**src/rtl/mips_cpu_pkg.sv**
```systemverilog
// Shared definitions for the multicycle MIPS core: instruction field
// encodings used by branch resolution, the resolver FSM state type and
// a decode helper that classifies an instruction as a branch/jump kind.
package mips_cpu_pkg;

    // Primary opcodes (instr[31:26])
    localparam logic [5:0] OP_SPECIAL = 6'h00;
    localparam logic [5:0] OP_REGIMM  = 6'h01;
    localparam logic [5:0] OP_J       = 6'h02;
    localparam logic [5:0] OP_JAL     = 6'h03;
    localparam logic [5:0] OP_BEQ     = 6'h04;
    localparam logic [5:0] OP_BNE     = 6'h05;
    localparam logic [5:0] OP_BLEZ    = 6'h06;
    localparam logic [5:0] OP_BGTZ    = 6'h07;

    // SPECIAL function codes (instr[5:0])
    localparam logic [5:0] FN_JR      = 6'h08;
    localparam logic [5:0] FN_JALR    = 6'h09;

    // REGIMM selectors (instr[20:16])
    localparam logic [4:0] RT_BLTZ    = 5'h00;
    localparam logic [4:0] RT_BGEZ    = 5'h01;
    localparam logic [4:0] RT_BLTZAL  = 5'h10;
    localparam logic [4:0] RT_BGEZAL  = 5'h11;

    // Return-address register used by the implicit-link forms
    localparam logic [4:0] LINK_RA    = 5'd31;

    // Redirect sequencing states
    typedef enum logic [1:0] {
        IDLE     = 2'd0,
        SLOT     = 2'd1,
        REDIRECT = 2'd2
    } branch_state_t;

    // Every control-transfer flavour the resolver understands
    typedef enum logic [3:0] {
        BR_NONE   = 4'd0,
        BR_J      = 4'd1,
        BR_JAL    = 4'd2,
        BR_JR     = 4'd3,
        BR_JALR   = 4'd4,
        BR_BEQ    = 4'd5,
        BR_BNE    = 4'd6,
        BR_BLEZ   = 4'd7,
        BR_BGTZ   = 4'd8,
        BR_BLTZ   = 4'd9,
        BR_BGEZ   = 4'd10,
        BR_BLTZAL = 4'd11,
        BR_BGEZAL = 4'd12
    } branch_kind_t;

    // Classify an instruction; BLEZ/BGTZ are only branches when rt is zero
    function automatic branch_kind_t decode_branch(
        input logic [5:0] opcode,
        input logic [5:0] fn,
        input logic [4:0] rt_field
    );
        branch_kind_t kind;
        kind = BR_NONE;
        case (opcode)
            OP_SPECIAL: begin
                if (fn == FN_JR) begin
                    kind = BR_JR;
                end else if (fn == FN_JALR) begin
                    kind = BR_JALR;
                end
            end
            OP_REGIMM: begin
                case (rt_field)
                    RT_BLTZ:   kind = BR_BLTZ;
                    RT_BGEZ:   kind = BR_BGEZ;
                    RT_BLTZAL: kind = BR_BLTZAL;
                    RT_BGEZAL: kind = BR_BGEZAL;
                    default:   kind = BR_NONE;
                endcase
            end
            OP_J:    kind = BR_J;
            OP_JAL:  kind = BR_JAL;
            OP_BEQ:  kind = BR_BEQ;
            OP_BNE:  kind = BR_BNE;
            OP_BLEZ: kind = (rt_field == 5'd0) ? BR_BLEZ : BR_NONE;
            OP_BGTZ: kind = (rt_field == 5'd0) ? BR_BGTZ : BR_NONE;
            default: kind = BR_NONE;
        endcase
        return kind;
    endfunction

endpackage

```
**src/rtl/mips_cpu_branch_cond.sv**
```systemverilog
// Combinational half of the branch resolver: decodes the instruction,
// evaluates the branch condition, selects the target address and works
// out the link destination and link value.
module mips_cpu_branch_cond
    import mips_cpu_pkg::*;
#(
    parameter int ADDR_W = 32,
    parameter int DATA_W = 32
) (
    input  logic [5:0]        opcode,
    input  logic [5:0]        fn,
    input  logic [4:0]        rt_field,
    input  logic [4:0]        rd_field,
    input  logic [15:0]       imm16,
    input  logic [25:0]       instr_index,
    input  logic [DATA_W-1:0] rs_data,
    input  logic [DATA_W-1:0] rt_data,
    input  logic [ADDR_W-1:0] pc_plus4,
    output logic              is_branch,
    output logic              taken,
    output logic [ADDR_W-1:0] target,
    output logic              misaligned,
    output logic              link_en,
    output logic [4:0]        link_dest,
    output logic [DATA_W-1:0] link_value
);

    branch_kind_t        kind;
    logic                rs_neg;
    logic                rs_zero;
    logic                rs_eq_rt;
    logic signed [17:0]  offset;
    logic [ADDR_W-1:0]   branch_tgt;
    logic [ADDR_W-1:0]   jump_tgt;
    logic [ADDR_W-1:0]   reg_tgt;

    assign kind     = decode_branch(opcode, fn, rt_field);
    assign rs_neg   = rs_data[DATA_W-1];
    assign rs_zero  = (rs_data == '0);
    assign rs_eq_rt = (rs_data == rt_data);

    // The signed cast sign-extends the word offset to the PC width
    assign offset     = {imm16, 2'b00};
    assign branch_tgt = pc_plus4 + ADDR_W'(offset);
    assign reg_tgt    = rs_data[ADDR_W-1:0];

    // The link value is the address after the delay slot
    assign link_value = DATA_W'(pc_plus4 + ADDR_W'(4));

    // Region jump keeps the upper PC bits above the 28-bit index window
    always_comb begin
        jump_tgt       = pc_plus4;
        jump_tgt[27:0] = {instr_index, 2'b00};
    end

    // Condition evaluation and target/link selection per branch kind
    always_comb begin
        is_branch = 1'b1;
        taken     = 1'b0;
        target    = branch_tgt;
        link_en   = 1'b0;
        link_dest = LINK_RA;
        case (kind)
            BR_NONE: begin
                is_branch = 1'b0;
            end
            BR_J: begin
                taken  = 1'b1;
                target = jump_tgt;
            end
            BR_JAL: begin
                taken   = 1'b1;
                target  = jump_tgt;
                link_en = 1'b1;
            end
            BR_JR: begin
                taken  = 1'b1;
                target = reg_tgt;
            end
            BR_JALR: begin
                taken     = 1'b1;
                target    = reg_tgt;
                link_en   = 1'b1;
                link_dest = rd_field;
            end
            BR_BEQ:  taken = rs_eq_rt;
            BR_BNE:  taken = !rs_eq_rt;
            BR_BLEZ: taken = rs_neg || rs_zero;
            BR_BGTZ: taken = !rs_neg && !rs_zero;
            BR_BLTZ: taken = rs_neg;
            BR_BGEZ: taken = !rs_neg;
            BR_BLTZAL: begin
                taken   = rs_neg;
                link_en = 1'b1;
            end
            BR_BGEZAL: begin
                taken   = !rs_neg;
                link_en = 1'b1;
            end
            default: begin
                is_branch = 1'b0;
            end
        endcase
    end

    assign misaligned = taken && (target[1:0] != 2'b00);

endmodule

```
**src/rtl/mips_cpu_branch_resolver.sv**
```systemverilog
// Registered branch/jump resolution unit. Accepts a resolved branch from
// EXEC, issues the link write, counts branches, and sequences the PC
// redirect around the delay-slot fetch.
module mips_cpu_branch_resolver
    import mips_cpu_pkg::*;
#(
    parameter int ADDR_W      = 32,
    parameter int DATA_W      = 32,
    parameter int DELAY_SLOTS = 1,
    parameter int CNT_W       = 16
) (
    input  logic              clk,
    input  logic              reset,
    input  logic              resolve,
    input  logic [5:0]        opcode,
    input  logic [5:0]        fn,
    input  logic [4:0]        rt_field,
    input  logic [4:0]        rd_field,
    input  logic [15:0]       imm16,
    input  logic [25:0]       instr_index,
    input  logic [DATA_W-1:0] rs_data,
    input  logic [DATA_W-1:0] rt_data,
    input  logic [ADDR_W-1:0] pc_plus4,
    input  logic              fetch_ack,
    output logic              redirect_valid,
    output logic [ADDR_W-1:0] redirect_pc,
    output logic              link_we,
    output logic [4:0]        link_reg,
    output logic [DATA_W-1:0] link_data,
    output logic              busy,
    output logic              addr_err,
    output logic              nested_err,
    output logic [CNT_W-1:0]  branch_count,
    output logic [CNT_W-1:0]  taken_count
);

    branch_state_t     state;
    branch_state_t     next_state;

    logic              is_branch;
    logic              taken;
    logic              misaligned;
    logic [ADDR_W-1:0] target;
    logic              link_en;
    logic [4:0]        link_dest;
    logic [DATA_W-1:0] link_value;

    logic              accept;
    logic              launch;
    logic              nested;

    mips_cpu_branch_cond #(
        .ADDR_W (ADDR_W),
        .DATA_W (DATA_W)
    ) u_cond (
        .opcode      (opcode),
        .fn          (fn),
        .rt_field    (rt_field),
        .rd_field    (rd_field),
        .imm16       (imm16),
        .instr_index (instr_index),
        .rs_data     (rs_data),
        .rt_data     (rt_data),
        .pc_plus4    (pc_plus4),
        .is_branch   (is_branch),
        .taken       (taken),
        .target      (target),
        .misaligned  (misaligned),
        .link_en     (link_en),
        .link_dest   (link_dest),
        .link_value  (link_value)
    );

    // A misaligned taken target is accepted and counted but never redirects
    assign accept = resolve && (state == IDLE) && is_branch;
    assign launch = accept && taken && !misaligned;
    assign nested = resolve && (state != IDLE);

    assign redirect_valid = (state == REDIRECT);
    assign busy           = (state != IDLE);

    // State register
    always_ff @(posedge clk) begin
        if (reset) begin
            state <= IDLE;
        end else begin
            state <= next_state;
        end
    end

    // Redirect sequencing; fetch_ack outside SLOT/REDIRECT has no effect
    always_comb begin
        next_state = state;
        case (state)
            IDLE: begin
                if (launch) begin
                    next_state = (DELAY_SLOTS != 0) ? SLOT : REDIRECT;
                end
            end
            SLOT: begin
                if (fetch_ack) begin
                    next_state = REDIRECT;
                end
            end
            REDIRECT: begin
                if (fetch_ack) begin
                    next_state = IDLE;
                end
            end
            default: next_state = IDLE;
        endcase
    end

    // Link write, error pulses and the held redirect target
    always_ff @(posedge clk) begin
        if (reset) begin
            link_we     <= 1'b0;
            link_reg    <= '0;
            link_data   <= '0;
            addr_err    <= 1'b0;
            nested_err  <= 1'b0;
            redirect_pc <= '0;
        end else begin
            link_we    <= accept && link_en && (link_dest != 5'd0);
            addr_err   <= accept && misaligned;
            nested_err <= nested;
            if (accept && link_en) begin
                link_reg  <= link_dest;
                link_data <= link_value;
            end
            if (launch) begin
                redirect_pc <= target;
            end
        end
    end

    // Saturating statistics; misaligned taken branches still count as taken
    always_ff @(posedge clk) begin
        if (reset) begin
            branch_count <= '0;
            taken_count  <= '0;
        end else if (accept) begin
            if (branch_count != '1) begin
                branch_count <= branch_count + CNT_W'(1);
            end
            if (taken && (taken_count != '1)) begin
                taken_count <= taken_count + CNT_W'(1);
            end
        end
    end

endmodule

```
**config.mk**
```make
export PLATFORM = sky130hd
export DESIGN_NAME = mips_cpu_branch_resolver
export DESIGN_NICKNAME = d
export VERILOG_FILES = /design/src/rtl/mips_cpu_pkg.sv /design/src/rtl/mips_cpu_branch_cond.sv /design/src/rtl/mips_cpu_branch_resolver.sv
export SDC_FILE = /design/constraint.sdc
export NUM_CORES = 1
export LEC_CHECK = 0
export CAP_MARGIN = 20
export CORE_AREA = 2 2 137 139
export CTS_CLUSTER_SIZE = 20
export DETAILED_ROUTE_END_ITERATION = 8
export DIE_AREA = 0 0 139 141
export PLACE_DENSITY = 0.76
export REMOVE_ABC_BUFFERS = 1
export SETUP_SLACK_MARGIN = 0.05
export SLEW_MARGIN = 20
export SYNTH_ARGS = -nofsm -noshare
export SYNTH_HDL_FRONTEND = slang
export SYNTH_SLANG_ARGS = --single-unit
```
**constraint.sdc**
```tcl
create_clock -name clk -period 2.8 [get_ports clk]
set_input_delay 0.56 -clock clk [delete_from_list [all_inputs] [get_ports clk]]
set_output_delay 0.56 -clock clk [all_outputs]
set_load 0.1 [all_outputs]
```
==> impl_metrics.env <==
# source this file to load flow results
export IMPL_status="finished with violations"
export IMPL_violations="negative setup slack"
export IMPL_hold_viol_final=0
export IMPL_ys_cells=875
export IMPL_worstReg2RegEnd="taken_count[3]"
export IMPL_grt_met1_usage=0.338
export IMPL_design_area_um2=12800
export IMPL_swShare=0.311
export IMPL_gp_congestion=0.927
export IMPL_fin_setup_tns_ns=-2.51
export IMPL_cp_end_kind="flip-flop"
export IMPL_power_leader="sequential cells"
export IMPL_yosysWarnings=0
export IMPL_worst_path_largest_cell_delay_ns=0.55
export IMPL_path_buffers=4
export IMPL_chip_area_um2=19600
export IMPL_setup_ws_ns=-0.129
export IMPL_final_nets=1529
export IMPL_slew_headroom=0.580
export IMPL_core_um2=18300
export IMPL_p_seq_mw=1.51
export IMPL_drv_cap=0
export IMPL_rows=50
export IMPL_h_tree_depth=3
export IMPL_power_frac_seq=0.360
export IMPL_crit_arrival_ns=3.15
export IMPL_synth_area_um2=7160
export IMPL_cts_tree="done"
export IMPL_root_buffer="clkbuf_16"
export IMPL_mi_logic_area_um2=5940
export IMPL_grt_max_degree=51
export IMPL_warning_count=27
export IMPL_ff2ff_setup_slack_ns=0.06
export IMPL_antenna_left=0
export IMPL_worstReg2RegStart="taken_count[3]"
export IMPL_clk_latency_ns=0.36
export IMPL_grt_pass1_wl_um=45900
export IMPL_vias=8978
export IMPL_slew_violations=0
export IMPL_met3_usage=0.0720
export IMPL_syn_area_per_cell_um2=8.18
export IMPL_yosys_area_um2=7160
export IMPL_path_class="primary input to flip-flop"
export IMPL_p_comb_frac=0.323
export IMPL_reg2regPathDepth=10
export IMPL_startpoint_type="primary input"
export IMPL_setup_violations=42
export IMPL_via_per_inst=5.71
==> per-stage QoR <==
step | total power, mW | hold WS (ns) | std cells | setup WS (ns) | util
final | 4.19 | 0.490 | 1573 | -0.129 | 0.701
after global routing | 4.35 | 0.500 | 1572 | -0.312 | 0.701
after CTS | 4.07 | 0.479 | 1558 | -0.130 | 0.674
after detailed placement | 2.68 | 0.470 | 1514 | -1.15 | 0.608
after global placement | 2.67 | 0.463 | 1514 | -1.05 | 0.608
after floorplan | 2.02 | 0.573 | 835 | -2.24 | -
==> routing by layer <==
metal / part of all wire / vias to the layer above
met5: 0.00077 / -
met4: 0.033 / 4
met3: 0.086 / 69
met2: 0.50 / 411
met1: 0.38 / 4312
li1: - / 4182
==> worst max-delay path by stage <==
stage	start	end	slack, ns	depth (start not counted)
2_1_floorplan	fn[2]	link_reg[3]	-2.24	8
3_3_place_gp	rs_data[13]	taken_count[9]	-1.05	11
3_5_place_dp	rs_data[13]	taken_count[15]	-1.15	11
4_1_cts	rt_data[31]	redirect_pc[15]	-0.13	13
5_1_grt	pc_plus4[6]	redirect_pc[22]	-0.31	12
6_report	fn[0]	redirect_pc[28]	-0.13	12
==> tightest hold or removal path, delay by kind of cell, from the launching register on <==
kind | cells | cell delay, ns
AOI/OAI and AO/OA | 2 | 0.13
DFF | 1 | 0.32
==> repair_timing <==
action / CTS / global route
resized: 413 / 153
hold buffers: 0 / 0
cloned: 7 / 0
setup buffers: 22 / 21
pin swaps: 78 / 80
endpoints found under the setup margin: 99 / 82
==> logic make-up after synthesis <==
group | synth area share
and+or+nand+nor | 0.241
AOI/OAI and AO/OA | 0.233
DFF | 0.296
xor gates and xnor gates | 0.117
buffers and inverters | 0.0351
adders and majority gates | 0.0587
muxes | 0.0177
==> synth_stat cells, types with 9 or more instances <==
library cell	instances	share of area
dfxtp_1	106	0.30
nor4_1	22	0.019
inv_1	19	0.010
o21ai_0	30	0.021
and3_1	18	0.016
a21o_1	14	0.015
a222oi_1	23	0.032
xnor2_1	24	0.029
and2_1	9	0.0079
a211oi_1	60	0.063
o21bai_1	9	0.0094
nor3_1	10	0.0070
clkbuf_1	29	0.015
nor2_1	124	0.065
nand3_1	29	0.020
or3_1	12	0.010
nand2_1	50	0.026
a21oi_1	34	0.024
ha_1	32	0.056
xor2_1	72	0.088
nand4_1	19	0.017
==> cells in the final DEF (no fill, tap or decap), types with 17 or more instances in the layout <==
master	netlist	layout
clkdlybuf4s50_1	0	47
clkdlybuf4s15_1	0	17
nand4_1	19	19
a21oi_1	34	24
o21ai_0	30	21
a211oi_2	0	27
a211oi_1	60	33
nand3_1	29	26
nand2_1	50	47
buf_2	6	39
xnor2_1	24	23
buf_4	4	284
dfxtp_1	106	106
xor2_1	72	59
ha_1	32	18
buf_6	1	30
and3_1	18	18
a222oi_1	23	23
dlygate4sd2_1	0	27
nor2_1	124	103
==> layout make-up <==
class | count | area share
multi-input combinational | 711 | 0.464
timing repair buffer | 485 | 0.319
sequential | 106 | 0.166
tap | 234 | 0.0229
clock buffer | 11 | 0.0182
inverter | 19 | 0.00557
clock inverter | 4 | 0.00401
antenna | 3 | 0.000586
Where the registers sit:
(3 px per um) Other sequential cells in the stronger gray, the rest of the logic in the fainter gray.
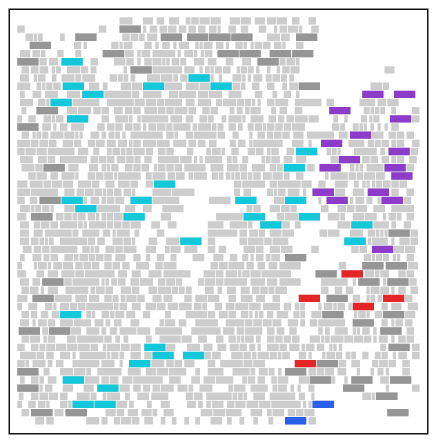
name in the netlist	color	placed flops
link_reg	red	5
redirect_pc	cyan	32
state	blue	2
taken_count	purple	16
not colored	51

Cell classes on the final placement:
(3 px per um) Fill, decap, tap and diode cells in gray.
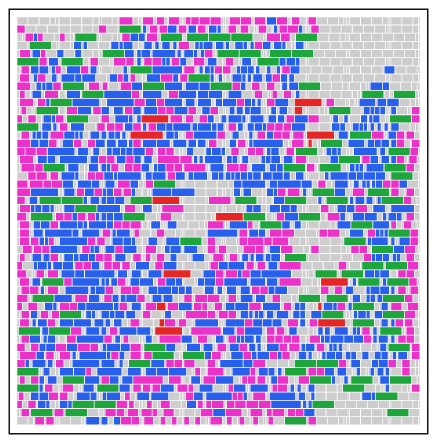
class	color	cells	share of their area
flip-flops	green	106	17%
all other logic	blue	730	48%
clock drivers and dummy loads	red	15	2.3%
other buffers and delay cells	magenta	485	33%

Clock network drawn from the DEF:
(4 px per um)
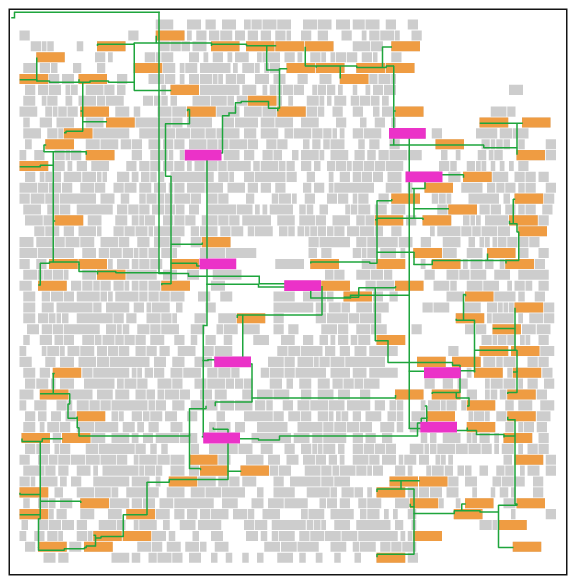
[cells driving clock nets] magenta | count: 9
[clock wires] green | length: 1630 um
[flip-flops] orange | count: 106
flops lie	widely spread
routed clock nets	10

Supply network:
(3 px per um) Pins as bars on the die edge.
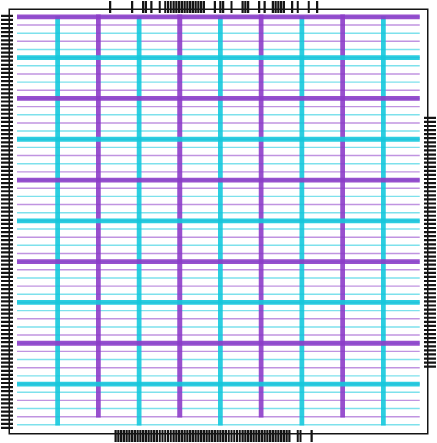
net	color
VDD	purple
VSS	cyan
met1 rails	51
rows	50
met4 straps	9
met5 straps	10

Congestion heat map:
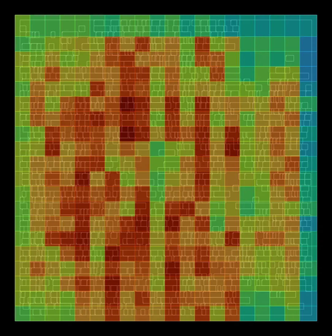
Avg WL per Cell: 19.8 um
GRT met2 Usage: 0.531
GRT Resource Usage Total: 0.295

Power figures rest on the tool's default switching activity, not on a simulated workload.
